===== src/rtl/pc_sequencer.sv =====
// pc_sequencer: instruction sequencer FSM (fetch/decode/execute/update); define PC_SEQ_TIMEOUT_EN to enable the fetch timeout and FAULT state
module pc_sequencer (
  input  logic        clk,
  input  logic        reset,
  input  logic        run,
  input  logic        stall,
  output logic        imem_req,
  input  logic        imem_ack,
  input  logic [15:0] imem_data,
  input  logic        d_nz,
  output logic [15:0] ir,
  output logic [1:0]  pc_ps,
  output logic [1:0]  pc_bc,
  output logic        rf_we,
  output logic [2:0]  state,
  output logic        halted,
  output logic        fault
);
  typedef enum logic [2:0] {
    IDLE    = 3'd0,
    FETCH   = 3'd1,
    DECODE  = 3'd2,
    EXECUTE = 3'd3,
    UPDATE  = 3'd4,
    HALT    = 3'd5,
    FAULT   = 3'd6
  } state_t;
  state_t      r_state;
  state_t      w_next;
  logic [15:0] r_ir;
  logic [3:0]  w_op;
  assign w_op  = r_ir[15:12];
  assign ir    = r_ir;
  assign state = r_state;
`ifdef PC_SEQ_TIMEOUT_EN
  logic [3:0] r_to;
  logic       w_timeout;
  assign w_timeout = (r_to == 4'd15);
  // Count unacknowledged FETCH cycles; held at zero outside FETCH so every entry starts fresh
  always_ff @(posedge clk or posedge reset) begin
    if (reset) r_to <= '0;
    else if (r_state != FETCH) r_to <= '0;
    else if (!imem_ack) r_to <= r_to + 4'd1;
  end
`else
  logic w_timeout;
  assign w_timeout = 1'b0;
`endif
  // State register
  always_ff @(posedge clk or posedge reset) begin
    if (reset) r_state <= IDLE;
    else r_state <= w_next;
  end
  // Instruction register captures the fetched word only on an acknowledged FETCH cycle
  always_ff @(posedge clk or posedge reset) begin
    if (reset) r_ir <= '0;
    else if (r_state == FETCH && imem_ack) r_ir <= imem_data;
  end
  // Next-state and decoded outputs; ack wins over timeout on the final FETCH cycle
  always_comb begin
    w_next   = r_state;
    imem_req = 1'b0;
    rf_we    = 1'b0;
    pc_ps    = 2'd0;
    pc_bc    = 2'd3;
    halted   = (r_state == HALT);
`ifdef PC_SEQ_TIMEOUT_EN
    fault    = (r_state == FAULT);
`else
    fault    = 1'b0;
`endif
    case (r_state)
      IDLE:    w_next = run ? FETCH : IDLE;
      FETCH: begin
        imem_req = 1'b1;
        w_next   = imem_ack ? DECODE : (w_timeout ? FAULT : FETCH);
      end
      DECODE:  w_next = stall ? DECODE : EXECUTE;
      EXECUTE: begin
        rf_we  = !stall && (w_op <= 4'hA);
        w_next = stall ? EXECUTE : UPDATE;
      end
      UPDATE: begin
        w_next = (w_op == 4'hF) ? HALT : FETCH;
        case (w_op)
          4'hB: pc_ps = 2'd3;
          4'hC: begin
            pc_ps = d_nz ? 2'd1 : 2'd2;
            pc_bc = d_nz ? 2'd3 : 2'd0;
          end
          4'hD: begin
            pc_ps = d_nz ? 2'd2 : 2'd1;
            pc_bc = d_nz ? 2'd1 : 2'd3;
          end
          4'hE:    pc_ps = 2'd2;
          4'hF:    pc_ps = 2'd0;
          default: pc_ps = 2'd1;
        endcase
      end
      HALT:    w_next = HALT;
      FAULT:   w_next = FAULT;
      default: w_next = IDLE;
    endcase
  end
endmodule


===== config.mk =====
export PLATFORM = sky130hd
export DESIGN_NAME = pc_sequencer
export DESIGN_NICKNAME = d
export VERILOG_FILES = /design/src/rtl/pc_sequencer.sv
export SDC_FILE = /design/constraint.sdc
export NUM_CORES = 1
export LEC_CHECK = 0
export ABC_AREA = 1
export CORE_MARGIN = 2
export CORE_UTILIZATION = 25
export DETAILED_ROUTE_END_ITERATION = 8
export SETUP_SLACK_MARGIN = 0.05
export SYNTH_ARGS = -nofsm -noshare
export SYNTH_HDL_FRONTEND = slang
export SYNTH_SLANG_ARGS = --single-unit

===== constraint.sdc =====
create_clock -name clk -period 1.14 [get_ports clk]
set_clock_uncertainty 0.1 [all_clocks]
set_input_delay 0.171 -clock clk [delete_from_list [all_inputs] [get_ports clk]]
set_output_delay 0.171 -clock clk [all_outputs]
set_load 0.01 [all_outputs]

==> results.py <==
# Metrics from the implementation run
metrics = {
    "final_timing": {
        "fin_ws_ns": -0.4501,
        "fin_crit_sh_pct": 139.5,
        "final_hold_viol_count": 0,
        "finalSetupViolCount": 33,
        "clock.fmax_ghz": 0.6289,
        "slew_violations": 0,
    },
    "placement": {
        "preCtsSetupSlack_ns": -0.6634,
    },
    "global_routing": {
        "grt_pass1_vias": 1080,
        "antenna_found_initial": 0,
    },
    "outcome": {
        "status": "finished, violations left",
        "violations": "negative setup slack",
    },
    "power": {
        "finalPower_w": 0.005585,
    },
    "synth": {
        "yosys_area_sq_um": 1030,
        "synth.avg_cell_area_sq_um": 8.045,
        "xor_share_pct": 0,
        "topCellsByArea": "dfrtp_1 (46%), nand3_1 (13%), nand2_1 (12%), nand2_2 (5.5%), inv_1 (4.0%)",
        "yosys.area.top_type": "dfrtp_1",
        "flop_cell": "dfrtp_1",
        "simple_gate_area_share_pct": 40.83,
    },
    "setup_path": {
        "crit_family": "flip-flops",
        "worstPathRequired_ns": 0.87,
        "cp_max_fo": 3,
        "slowest_delay_ns": 0.38,
    },
    "run": {
        "warning_count": 29,
        "cap_violations": 0,
    },
    "drt": {
        "drc_errors": 0,
    },
    "clock_tree": {
        "hold_buffers": 0,
        "cts_root_buf": "clkbuf_8",
    },
    "die": {
        "die_w_um": 68.18,
    },
}
==> state kept, by name, summed over array words and instances (netlist names) <==
register,count
ir,16
state,3
==> power groups by stage <==
| stage | Combinational (W) | Sequential (W) | Clock, W |
|---|---|---|---|
| 6_report | 0.00385 | 0.00127 | 0.000462 |
| 5_1_grt | 0.00413 | 0.00131 | 0.000532 |
| 4_1_cts | 0.00344 | 0.00125 | 0.000487 |
| 3_5_place_dp | 0.00279 | 0.00123 | 0 |
| 3_3_place_gp | 0.00278 | 0.00124 | 0 |
| 2_1_floorplan | 0.00106 | 0.00144 | 0 |
==> routing by layer <==
layer  part of all wire [%]  up-vias  track usage, %
li1                       -      598               -
met2                     55       22           24.51
met4                   0.51        0           5.250
met3                    3.6        2           1.480
met1                     41      532           16.17
met5                      0        -               0
==> cells in the final DEF (no fill, tap or decap), drive strengths merged, types with 3 or more instances in the layout <==
cell type / n
nand3: 26
inv: 14
dfrtp: 19
nand2: 46
buf: 72
clkdlybuf4s50: 21
clkbuf: 3
nor2: 12
==> tightest hold or removal path, stage by stage <==
cell and delay, ns:
clkdlybuf4s50_1 0.39, inv_1 0.09, buf_12 0.16
==> path summary, 6_finish.rpt <==
path | start | to | slack (ns) | cells after the start
min in group clk | imem_data[0] | ir[0] | 0.36 | 3
max in group asynchronous | reset | state[1] | 0.68 | 3
min reg2reg | ir[1] | ir[1] | 0.38 | 2
min | reset | ir[12] | 0.12 | 3
max | ir[15] | pc_ps[1] | -0.45 | 8
max reg2reg | state[0] | ir[11] | -0.30 | 10
==> cells by family after synthesis <==
family | count (synthesis)
flops | 19
other cells | 1
compound gates | 4
buf+inv | 19
simple gates | 85
==> cell type report <==
type,instances,area share (%)
clock buffers,3,1.911
clock inverters,1,0.2316
inverters,14,2.895
multi-input cells,92,30.11
flip-flops and latches,19,22.24
well taps,50,2.895
repair buffers,93,39.72
==> repair_timing <==
item                       4_1_cts  5_1_grt
setup endpoints to repair       45       35
resized                        158       25
pin swaps                       19        9
gates cloned                     2        0
setup buffers                    7        9
==> per-stage QoR <==
step	hold slack [ns]	instance area, sq um
3_5_place_dp	0.3636	1785
3_3_place_gp	0.3610	1785
6_report	0.1235	2161
4_1_cts	0.1188	2014
2_1_floorplan	0.02185	1042
5_1_grt	0.1648	2161
### Gate-type map

Scale bar: 20 um.
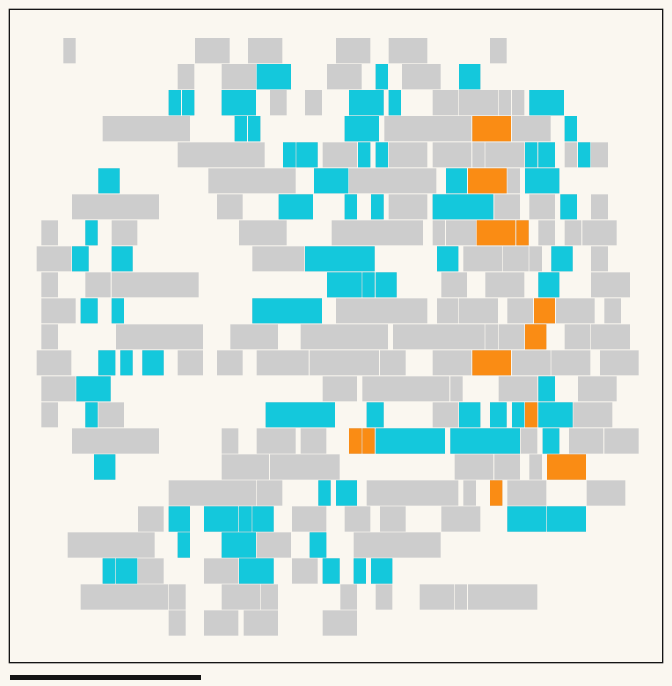
legend:
  orange:
    family: NOR gates
    cells: 12
    where: middle right
  cyan:
    family: NAND gates
    cells: 75
    where: all over the die
Comb area share: 30.11%
most frequent logic cell in the layout: buf_6
fin cells: 272

### Wiring by layer

Scale bar: 20 um.
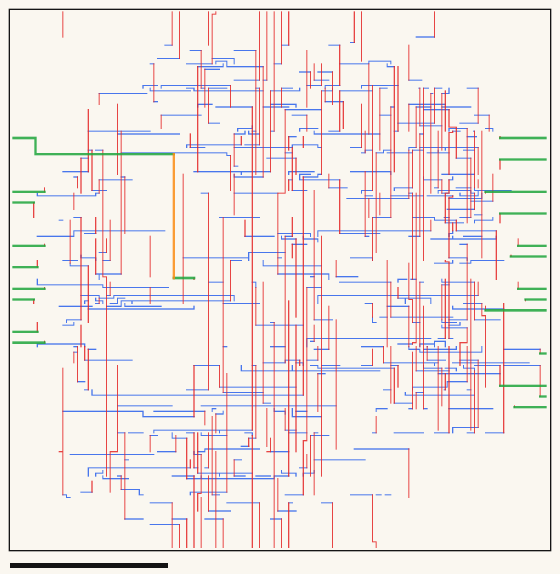
legend:
  orange:
    layer: met4
    wire_length: 15.6 um
  green:
    layer: met3
    wire_length: 109 um
  blue:
    layer: met1
    wire_length: 1,220 um
  red:
    layer: met2
    wire_length: 1,620 um
DR vias: 1,154
WL final: 2968 um

Power is estimated from default activity; no workload was simulated.
